[config.mk]
export PLATFORM = sky130hd
export DESIGN_NAME = pipe_hazard_ctrl
export DESIGN_NICKNAME = d
export VERILOG_FILES = /design/src/rtl/pipe_hazard_ctrl_pkg.sv /design/src/rtl/pipe_hazard_ctrl_hazard_detect.sv /design/src/rtl/pipe_hazard_ctrl.sv
export SDC_FILE = /design/constraint.sdc
export NUM_CORES = 1
export LEC_CHECK = 0
export CAP_MARGIN = 0
export CORE_MARGIN = 1
export CORE_UTILIZATION = 41
export CTS_CLUSTER_DIAMETER = 60
export DETAILED_ROUTE_END_ITERATION = 6
export GPL_ROUTABILITY_DRIVEN = 0
export PLACE_DENSITY_LB_ADDON = 0.12
export REMOVE_ABC_BUFFERS = 1
export SYNTH_ARGS = -nofsm -noshare
export SYNTH_HDL_FRONTEND = slang
export SYNTH_SLANG_ARGS = --single-unit
[constraint.sdc]
create_clock -name CLK -period 1.95 [get_ports CLK]
set_input_delay 0.39 -clock CLK [delete_from_list [all_inputs] [get_ports CLK]]
set_output_delay 0.39 -clock CLK [all_outputs]
set_load 0.02 [all_outputs]
[src/rtl/pipe_hazard_ctrl_pkg.sv]
// Shared types and constants for the five-stage pipeline sequencing controller.
package pipe_hazard_ctrl_pkg;

  localparam int unsigned REG_W_DEF = 4;
  localparam int unsigned CNT_W_DEF = 16;
  localparam int unsigned INSTR_W   = 16;

  localparam logic [INSTR_W-1:0] NOP_WORD = 16'h0000;

  typedef enum logic [1:0] {
    IDLE    = 2'd0,
    BUSY_IF = 2'd1,
    BUSY_D  = 2'd2
  } state_t;

endpackage

[src/rtl/pipe_hazard_ctrl_hazard_detect.sv]
// Load-use hazard compare: ID-stage sources against the EX-stage load destination.
module hazard_detect
  import pipe_hazard_ctrl_pkg::*;
#(
  parameter int unsigned REG_W = REG_W_DEF
) (
  input  logic [REG_W-1:0] id_rs,
  input  logic             id_rs_valid,
  input  logic [REG_W-1:0] id_rt,
  input  logic             id_rt_valid,
  input  logic [REG_W-1:0] ex_rd,
  input  logic             ex_is_load,
  output logic             hazard
);

  assign hazard = ex_is_load &
                  ((id_rs_valid & (id_rs == ex_rd)) |
                   (id_rt_valid & (id_rt == ex_rd)));

endmodule

[src/rtl/pipe_hazard_ctrl.sv]
// Shared memory-port arbiter and freeze/flush/bubble generator for the pipeline.
module pipe_hazard_ctrl
  import pipe_hazard_ctrl_pkg::*;
#(
  parameter int unsigned REG_W = REG_W_DEF,
  parameter int unsigned CNT_W = CNT_W_DEF
) (
  input  logic             CLK,
  input  logic             RST,
  input  logic             halt,
  input  logic [REG_W-1:0] id_rs,
  input  logic             id_rs_valid,
  input  logic [REG_W-1:0] id_rt,
  input  logic             id_rt_valid,
  input  logic [REG_W-1:0] ex_rd,
  input  logic             ex_is_load,
  input  logic             ex_is_mem,
  input  logic             mem_is_mem,
  input  logic             mem_is_write,
  input  logic             branch_taken,
  input  logic             mem_ready,
  output logic             mem_req,
  output logic             mem_sel,
  output logic             mem_we,
  output logic             pc_freeze,
  output logic             if_id_freeze,
  output logic             if_id_flush,
  output logic             id_ex_bubble,
  output logic             back_freeze,
  output logic [CNT_W-1:0] stall_cnt
);

  state_t state;
  state_t state_next;
  logic   advance;
  logic   hazard;

  hazard_detect #(.REG_W(REG_W)) u_hazard_detect (
    .id_rs       (id_rs),
    .id_rs_valid (id_rs_valid),
    .id_rt       (id_rt),
    .id_rt_valid (id_rt_valid),
    .ex_rd       (ex_rd),
    .ex_is_load  (ex_is_load),
    .hazard      (hazard)
  );

  always_ff @(posedge CLK or posedge RST) begin
    if (RST) state <= IDLE;
    else     state <= state_next;
  end

  // Only a completed fetch moves the pipeline; data completion always hands over to the fetch.
  always_comb begin
    state_next = state;
    advance    = 1'b0;
    case (state)
      IDLE: begin
        if (!halt) state_next = mem_is_mem ? BUSY_D : BUSY_IF;
      end
      BUSY_D: begin
        if (mem_ready) state_next = BUSY_IF;
      end
      BUSY_IF: begin
        if (mem_ready) begin
          advance = 1'b1;
          if (halt)           state_next = IDLE;
          else if (ex_is_mem) state_next = BUSY_D;
          else                state_next = BUSY_IF;
        end
      end
      default: state_next = IDLE;
    endcase

    mem_req      = (state != IDLE);
    mem_sel      = (state == BUSY_D);
    mem_we       = (state == BUSY_D) & mem_is_write;
    back_freeze  = ~advance;
    pc_freeze    = ~advance | hazard;
    if_id_freeze = ~advance | hazard;
    id_ex_bubble = advance & hazard;
    if_id_flush  = advance & branch_taken & ~hazard;
  end

  always_ff @(posedge CLK or posedge RST) begin
    if (RST) begin
      stall_cnt <= '0;
    end else if (back_freeze && (stall_cnt != {CNT_W{1'b1}})) begin
      stall_cnt <= stall_cnt + CNT_W'(1);
    end
  end

endmodule

### Met1 routing

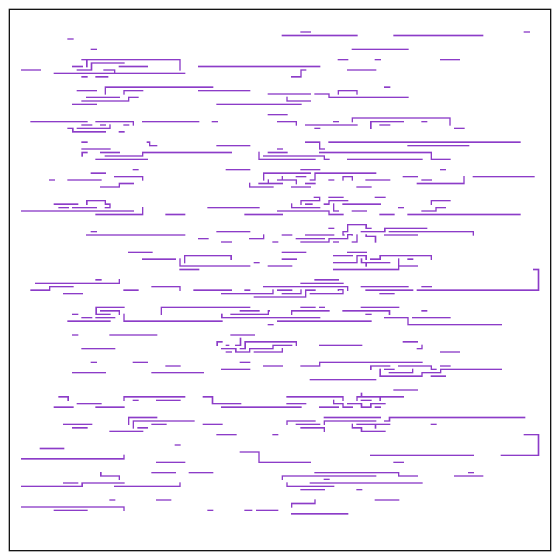
The longest straight run is 18.9 µm. 154 nets have wire on it. The layer holds 40% of the routed length.

### Cell area per tile

11 x 11 tiles, from white (low) to dark blue (high), 0 to 100% covered.
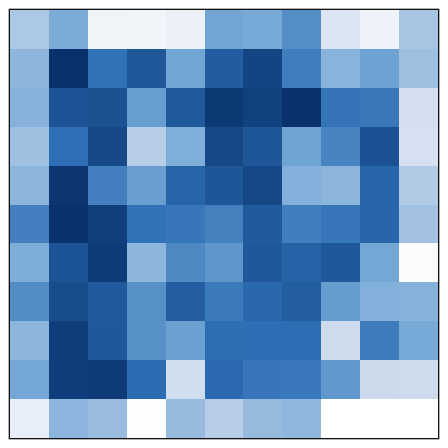
The emptiest ninth of the die: lower right. 34% of the tiles are over 75% full. The fullest tile reaches 100%. The mean over all tiles is 59%. 3.3% of the tiles are nearly empty.

==> impl_metrics.json <==
{
  "wl_met1_um": 1070,
  "die_y_um": 53.4,
  "ir_drop_mv": 0.715,
  "seq_share_pct": 26.3,
  "grt_max_degree": 19,
  "layout_top_cells": "24 x clkdlybuf4s50_1, 17 x dfrtp_1, 12 x dlygate4sd2_1, 11 x buf_4, 10 x xor2_1",
  "top_regs": "stall_cnt (16), state (2)",
  "antenna_found_initial": 0,
  "ys_sh_mux_pct": 3.24,
  "h-tree-depth": 1,
  "status": "complete, no violations",
  "worstMarginPinSlew_ns": 0.427,
  "finalClockSkew_ns": 0.00364,
  "yosys_cells": 111,
  "yosys_warnings": 0,
  "final_common_cell": "clkdlybuf4s50_1",
  "top_layer": "met4",
  "cts_tree": "yes",
  "portBuffers": 46,
  "setup_violations": 0,
  "fin_setup_tns_ns": 0,
  "critical_path_required_ns": 1.56,
  "drc": 0,
  "holdCritPathClass": "in2async",
  "path_class": "in2out",
  "dpl-instance-area_um2": 1640,
  "top_logic_kind": "simple AND/OR/NAND/NOR gates",
  "slew_headroom_pct": 71.4,
  "use_met2_pct": 36.5,
  "avgSynthCellArea_um2": 9.74,
  "rows": 18
}
